**src/rtl/flash_dma_pkg.sv**
```systemverilog
// rtl/flash_dma_pkg.sv - shared types and constants for the flash-to-RAM DMA block
package flash_dma_pkg;

    typedef enum logic [2:0] {
        IDLE,
        GRANT,
        CMD,
        READ,
        WSETUP,
        WSTROBE,
        WHOLD,
        RELEASE
    } state_t;

    localparam logic [3:0] REG_SRC0 = 4'd0;
    localparam logic [3:0] REG_SRC1 = 4'd1;
    localparam logic [3:0] REG_SRC2 = 4'd2;
    localparam logic [3:0] REG_DST0 = 4'd3;
    localparam logic [3:0] REG_DST1 = 4'd4;
    localparam logic [3:0] REG_DST2 = 4'd5;
    localparam logic [3:0] REG_LEN0 = 4'd6;
    localparam logic [3:0] REG_LEN1 = 4'd7;
    localparam logic [3:0] REG_CTRL = 4'd8;

    localparam logic [7:0] SPI_READ_OP = 8'h03;

    // Clocks spent in GRANT so the 6502 has let go of the bus before SPI starts.
    localparam int GRANT_HOLD = 2;

endpackage

```
**src/rtl/flash_dma_if.sv**
```systemverilog
// rtl/flash_dma_if.sv - register, SPI flash and RAM bus signal bundle
// slave  : the DMA block (drives reg_rdata, SPI outputs, RAM bus, irq)
// master : the surrounding system (drives register strobes and flash_so)
interface flash_dma_if;
    logic        reg_we;
    logic [3:0]  reg_addr;
    logic [7:0]  reg_wdata;
    logic [7:0]  reg_rdata;
    logic        flash_so;
    logic        flash_si;
    logic        flash_sck;
    logic        flash_cs_n;
    logic [18:0] address;
    logic [7:0]  data;
    logic        rw;
    logic        busen;
    logic        irq;

    modport slave (
        input  reg_we, reg_addr, reg_wdata, flash_so,
        output reg_rdata, flash_si, flash_sck, flash_cs_n,
        output address, data, rw, busen, irq
    );

    modport master (
        output reg_we, reg_addr, reg_wdata, flash_so,
        input  reg_rdata, flash_si, flash_sck, flash_cs_n,
        input  address, data, rw, busen, irq
    );
endinterface

```
**src/rtl/flash_dma_spi_shifter.sv**
```systemverilog
// rtl/flash_dma_spi_shifter.sv - SPI mode 0 bit engine, MSB first, 2 clocks per bit
// Ports: clock, reset_n; start/wide/tx load a 32-bit (wide=1) or 8-bit frame;
// so in; sck, si out; done is high during the final clock of a frame; rx is the
// last 8 bits received.
module spi_shifter (
    input  logic        clock,
    input  logic        reset_n,
    input  logic        start,
    input  logic        wide,
    input  logic [31:0] tx,
    input  logic        so,
    output logic        sck,
    output logic        si,
    output logic        done,
    output logic [7:0]  rx
);

    logic [31:0] sh;
    logic [5:0]  cnt;
    logic        phase;
    logic        active;
    logic [7:0]  rx_q;

    always_ff @(posedge clock or negedge reset_n) begin
        if (!reset_n) begin
            sh     <= '0;
            cnt    <= '0;
            phase  <= 1'b0;
            active <= 1'b0;
            rx_q   <= '0;
        end else if (start) begin
            // Narrow frames are left-aligned so si is always sh[31].
            sh     <= wide ? tx : {tx[7:0], 24'h0};
            cnt    <= wide ? 6'd32 : 6'd8;
            phase  <= 1'b0;
            active <= 1'b1;
        end else if (active) begin
            if (!phase) begin
                phase <= 1'b1;
            end else begin
                // End of the SCK=1 clock: sample so and advance to the next bit.
                phase <= 1'b0;
                sh    <= {sh[30:0], 1'b0};
                rx_q  <= {rx_q[6:0], so};
                cnt   <= cnt - 6'd1;
                if (cnt == 6'd1) begin
                    active <= 1'b0;
                end
            end
        end
    end

    assign sck  = active & phase;
    assign si   = active & sh[31];
    assign done = active & phase & (cnt == 6'd1);
    assign rx   = rx_q;

endmodule

```
**src/rtl/flash_dma.sv**
```systemverilog
// rtl/flash_dma.sv - copies LEN+1 bytes from SPI flash into 6502 RAM
// Ports: clock, reset_n (async, active-low); bus (flash_dma_if.slave) carries
// the register port (reg_we/reg_addr/reg_wdata/reg_rdata), the SPI flash pins
// (flash_so/si/sck/cs_n), the RAM bus (address/data/rw), busen and irq.
module flash_dma
    import flash_dma_pkg::*;
(
    input  logic        clock,
    input  logic        reset_n,
    flash_dma_if.slave  bus
);

    state_t      state;
    state_t      state_next;

    logic [7:0]  regs [0:7];
    logic [23:0] src_q;
    logic [18:0] dst_q;
    logic [15:0] len_q;
    logic [15:0] offset;
    logic [1:0]  grant_cnt;
    logic        irq_q;

    logic        busy;
    logic        ctrl_we;
    logic        start_req;
    logic        in_write;
    logic [18:0] wr_addr;

    logic        sh_start;
    logic        sh_wide;
    logic [31:0] sh_tx;
    logic        sh_done;
    logic [7:0]  sh_rx;
    logic        sh_sck;
    logic        sh_si;

    assign busy      = (state != IDLE);
    assign ctrl_we   = bus.reg_we && (bus.reg_addr == REG_CTRL);
    assign start_req = ctrl_we && bus.reg_wdata[0] && !busy;
    assign in_write  = (state == WSETUP) || (state == WSTROBE) || (state == WHOLD);
    assign wr_addr   = dst_q + {3'b000, offset};

    spi_shifter u_spi (
        .clock   (clock),
        .reset_n (reset_n),
        .start   (sh_start),
        .wide    (sh_wide),
        .tx      (sh_tx),
        .so      (bus.flash_so),
        .sck     (sh_sck),
        .si      (sh_si),
        .done    (sh_done),
        .rx      (sh_rx)
    );

    always_ff @(posedge clock or negedge reset_n) begin
        if (!reset_n) begin
            state <= IDLE;
        end else begin
            state <= state_next;
        end
    end

    always_comb begin
        state_next = state;
        sh_start   = 1'b0;
        sh_wide    = 1'b0;
        sh_tx      = 32'h0;
        case (state)
            IDLE: begin
                if (start_req) begin
                    state_next = GRANT;
                end
            end
            GRANT: begin
                if (grant_cnt == 2'(GRANT_HOLD - 1)) begin
                    state_next = CMD;
                    sh_start   = 1'b1;
                    sh_wide    = 1'b1;
                    sh_tx      = {SPI_READ_OP, src_q};
                end
            end
            CMD: begin
                // Reload for the first data byte on the last command clock,
                // so cs_n never deasserts between command and data.
                if (sh_done) begin
                    state_next = READ;
                    sh_start   = 1'b1;
                end
            end
            READ: begin
                if (sh_done) begin
                    state_next = WSETUP;
                end
            end
            WSETUP:  state_next = WSTROBE;
            WSTROBE: state_next = WHOLD;
            WHOLD: begin
                if (offset == len_q) begin
                    state_next = RELEASE;
                end else begin
                    state_next = READ;
                    sh_start   = 1'b1;
                end
            end
            RELEASE: state_next = IDLE;
            default: state_next = IDLE;
        endcase
    end

    always_ff @(posedge clock or negedge reset_n) begin
        if (!reset_n) begin
            for (int i = 0; i < 8; i++) begin
                regs[i] <= '0;
            end
            src_q     <= '0;
            dst_q     <= '0;
            len_q     <= '0;
            offset    <= '0;
            grant_cnt <= '0;
            irq_q     <= 1'b0;
        end else begin
            if (bus.reg_we && !busy && !bus.reg_addr[3]) begin
                if (bus.reg_addr == REG_DST2) begin
                    regs[bus.reg_addr[2:0]] <= {5'b0, bus.reg_wdata[2:0]};
                end else begin
                    regs[bus.reg_addr[2:0]] <= bus.reg_wdata;
                end
            end

            // Completion outranks a same-clock clear so a finished transfer is never lost.
            if (state == RELEASE) begin
                irq_q <= 1'b1;
            end else if (ctrl_we && bus.reg_wdata[1]) begin
                irq_q <= 1'b0;
            end

            if (start_req) begin
                src_q     <= {regs[2], regs[1], regs[0]};
                dst_q     <= {regs[5][2:0], regs[4], regs[3]};
                len_q     <= {regs[7], regs[6]};
                offset    <= '0;
                grant_cnt <= '0;
            end else if (state == GRANT) begin
                grant_cnt <= grant_cnt + 2'd1;
            end

            if ((state == WHOLD) && (offset != len_q)) begin
                offset <= offset + 16'd1;
            end
        end
    end

    always_comb begin
        bus.reg_rdata = 8'h00;
        if (bus.reg_addr == REG_CTRL) begin
            bus.reg_rdata = {6'b0, irq_q, busy};
        end else if (!bus.reg_addr[3]) begin
            bus.reg_rdata = regs[bus.reg_addr[2:0]];
        end
    end

    assign bus.flash_cs_n = !((state == CMD) || (state == READ) || in_write);
    assign bus.flash_sck  = sh_sck;
    assign bus.flash_si   = sh_si;
    assign bus.address    = in_write ? wr_addr : 19'h0;
    assign bus.data       = in_write ? sh_rx : 8'h00;
    assign bus.rw         = (state != WSTROBE);
    assign bus.busen      = (state == IDLE);
    assign bus.irq        = irq_q;

endmodule

```
**src/flat_wrapper.sv**
```systemverilog
// flat-port wrapper written by rule: the top's interface ports become plain ports
module flash_dma_flat import flash_dma_pkg::*;
  (clock, reset_n, bus_reg_we, bus_reg_addr, bus_reg_wdata, bus_flash_so, bus_reg_rdata, bus_flash_si, bus_flash_sck, bus_flash_cs_n, bus_address, bus_data, bus_rw, bus_busen, bus_irq);
  flash_dma_if bus_i ();
  input  logic clock;
  input  logic reset_n;
  input wire logic [$bits(bus_i.reg_we)-1:0] bus_reg_we;
  input wire logic [$bits(bus_i.reg_addr)-1:0] bus_reg_addr;
  input wire logic [$bits(bus_i.reg_wdata)-1:0] bus_reg_wdata;
  input wire logic [$bits(bus_i.flash_so)-1:0] bus_flash_so;
  output wire logic [$bits(bus_i.reg_rdata)-1:0] bus_reg_rdata;
  output wire logic [$bits(bus_i.flash_si)-1:0] bus_flash_si;
  output wire logic [$bits(bus_i.flash_sck)-1:0] bus_flash_sck;
  output wire logic [$bits(bus_i.flash_cs_n)-1:0] bus_flash_cs_n;
  output wire logic [$bits(bus_i.address)-1:0] bus_address;
  output wire logic [$bits(bus_i.data)-1:0] bus_data;
  output wire logic [$bits(bus_i.rw)-1:0] bus_rw;
  output wire logic [$bits(bus_i.busen)-1:0] bus_busen;
  output wire logic [$bits(bus_i.irq)-1:0] bus_irq;
  assign bus_i.reg_we = bus_reg_we;
  assign bus_i.reg_addr = bus_reg_addr;
  assign bus_i.reg_wdata = bus_reg_wdata;
  assign bus_i.flash_so = bus_flash_so;
  assign bus_reg_rdata = bus_i.reg_rdata;
  assign bus_flash_si = bus_i.flash_si;
  assign bus_flash_sck = bus_i.flash_sck;
  assign bus_flash_cs_n = bus_i.flash_cs_n;
  assign bus_address = bus_i.address;
  assign bus_data = bus_i.data;
  assign bus_rw = bus_i.rw;
  assign bus_busen = bus_i.busen;
  assign bus_irq = bus_i.irq;
  flash_dma u_core (.clock(clock), .reset_n(reset_n), .bus(bus_i));
endmodule
```
**config.mk**
```make
export PLATFORM = sky130hd
export DESIGN_NAME = flash_dma_flat
export DESIGN_NICKNAME = d
export VERILOG_FILES = /design/src/rtl/flash_dma_pkg.sv /design/src/rtl/flash_dma_if.sv /design/src/rtl/flash_dma_spi_shifter.sv /design/src/rtl/flash_dma.sv /design/src/flat_wrapper.sv
export SDC_FILE = /design/constraint.sdc
export NUM_CORES = 1
export LEC_CHECK = 0
export CORE_AREA = 2 2 151 153
export DETAILED_ROUTE_END_ITERATION = 6
export DIE_AREA = 0 0 153 155
export PLACE_DENSITY = 0.58
export SETUP_SLACK_MARGIN = 0.05
export SYNTH_ARGS = -nofsm -noshare
export SYNTH_HDL_FRONTEND = slang
export SYNTH_SLANG_ARGS = --single-unit
export TNS_END_PERCENT = 50
```
**constraint.sdc**
```tcl
create_clock -name clock -period 3.58 [get_ports clock]
set_clock_uncertainty 0.2 [all_clocks]
set_input_delay 0.716 -clock clock [delete_from_list [all_inputs] [get_ports clock]]
set_output_delay 0.716 -clock clock [all_outputs]
set_load 0.02 [all_outputs]
```
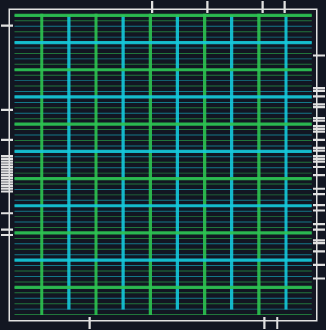
Fig. 1. PDN straps and rails.
Scale: 2 px per um. Pins as bars on the die edge.
VDD -> cyan
VSS -> green
met4 straps = 10
signal pins = 57
rows = 55
met5 straps = 11
met1 rails = 56
Chip Width: 153 um
height of the die: 155 um

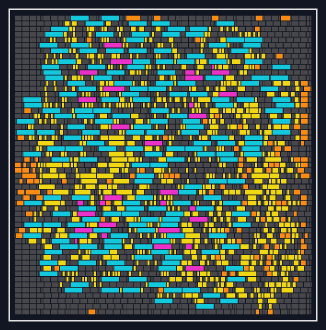
Fig. 2. Cells colored by class.
Scale: 2 px per um. Fill, decap, tap and diode cells in gray.
combinational and other logic -> yellow  # cells 751
flops -> cyan  # cells 193
clock drivers and dummy loads -> magenta  # cells 30
other buffers and delay cells -> orange  # cells 116
post-layout util: 0.5220
Seq area share: 0.4162
Final Cell Area: 11600 um^2
FP Rows: 55

==> Changelog: implementation <==
### Metrics

- Part of the power in registers: 0.512
- Wl on met1: 12010 um
- Buffers excl. clock: 116
- Switch Pwr: 0.9175 mW
- Pint: 3.351 mW
- Via/cell ratio: 5.329
- Final hold violations: 0
- Area fraction in compound gates: 0.1016
- Count leader, synth: nand2_1
- Stages on the worst setup path: 6
- Synth warnings: 0
- Group drawing the most power: sequential cells
- Run status: complete, no violations
- Multi-input gates: 737
- Cells resized by post-CTS repair: 62
- Flop+latch power: 2.19 mW
- IO Pins: 57
- Peak supply drop: 0.0003469 V
- Total track usage: 0.2068
- Flip-flops with a built-in enable: 0
- Unrepaired setup endpoints after global routing: yes
- Slew headroom: 0.4263
- Asr flop ratio synth: 1.000
- WL per Instance: 17.09 um
- Placed Instances: 1341
- Grt peak-use layer: met2
- Met2 wire len: 10420 um
- Met3 Track Usage GR: 0.03510
- Log Warnings: 31
- Crit Reg-Reg Startpoint: u_core.offset[1]$_DFFE_PN0P_
- Netlist cell types: 60
- Synthesized area per cell: 9.784 um^2
- Final slew viol count: 0
- Simple share: 0.2037
- Critical path capture point: bus_reg_rdata[2]
- Num Clock Sinks: 193
- Synth top area cells: dfrtp_1 50%, nand2_1 10%, mux2_2 5.4%
- Mapped Nets: 1038
- Power Combinational: 0.127 mW
- Root Driver: clkbuf_16
- Post-CTS setup buffer count: 2
- P&R area growth vs syn: 18.96%
- Mux frac, synth: 0.1076
- CP Data Arrival Time: 2.55 ns
- Worst path slowest cell: mux4_2
- Register Area: 4830 um^2
- Cycle use final: 0.9673
- DPL Wire Length: 17030 um
- Vias: 7327
- Routability cong.: 0.8905
- Signal inverters: 14
- Pre-CTS WS: -0.1681 ns
- Largest logic family: simple AND/OR/NAND/NOR gates
- Top cell category: sequential cells
- Pwr dens: 367.9 nW/um^2
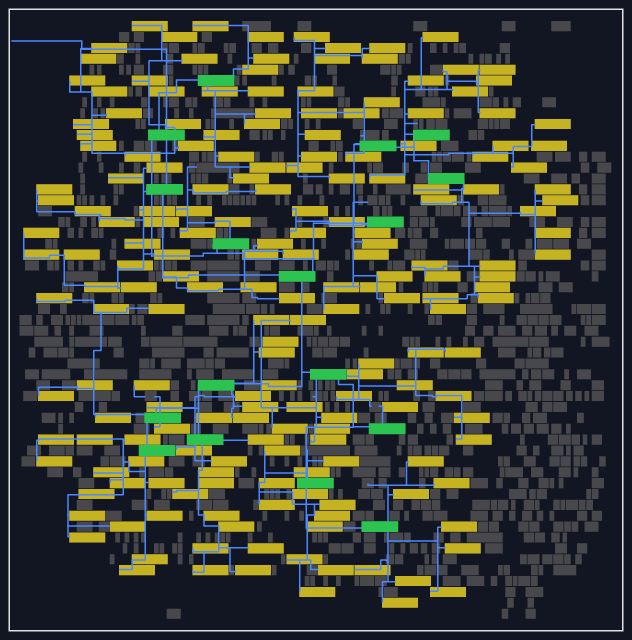
Fig. 3. Clock network drawn from the DEF.
Scale: 4 px per um.
flip-flops -> yellow  # count 193
clock wires -> blue  # length 2250 um
clock drivers -> green  # count 17
routed clock nets = 18
clk_lat worst skew: 0.43 ns
clock network fraction of total power: 0.458
Clock net power: 1.96 mW

Power is estimated from default activity; no workload was simulated.
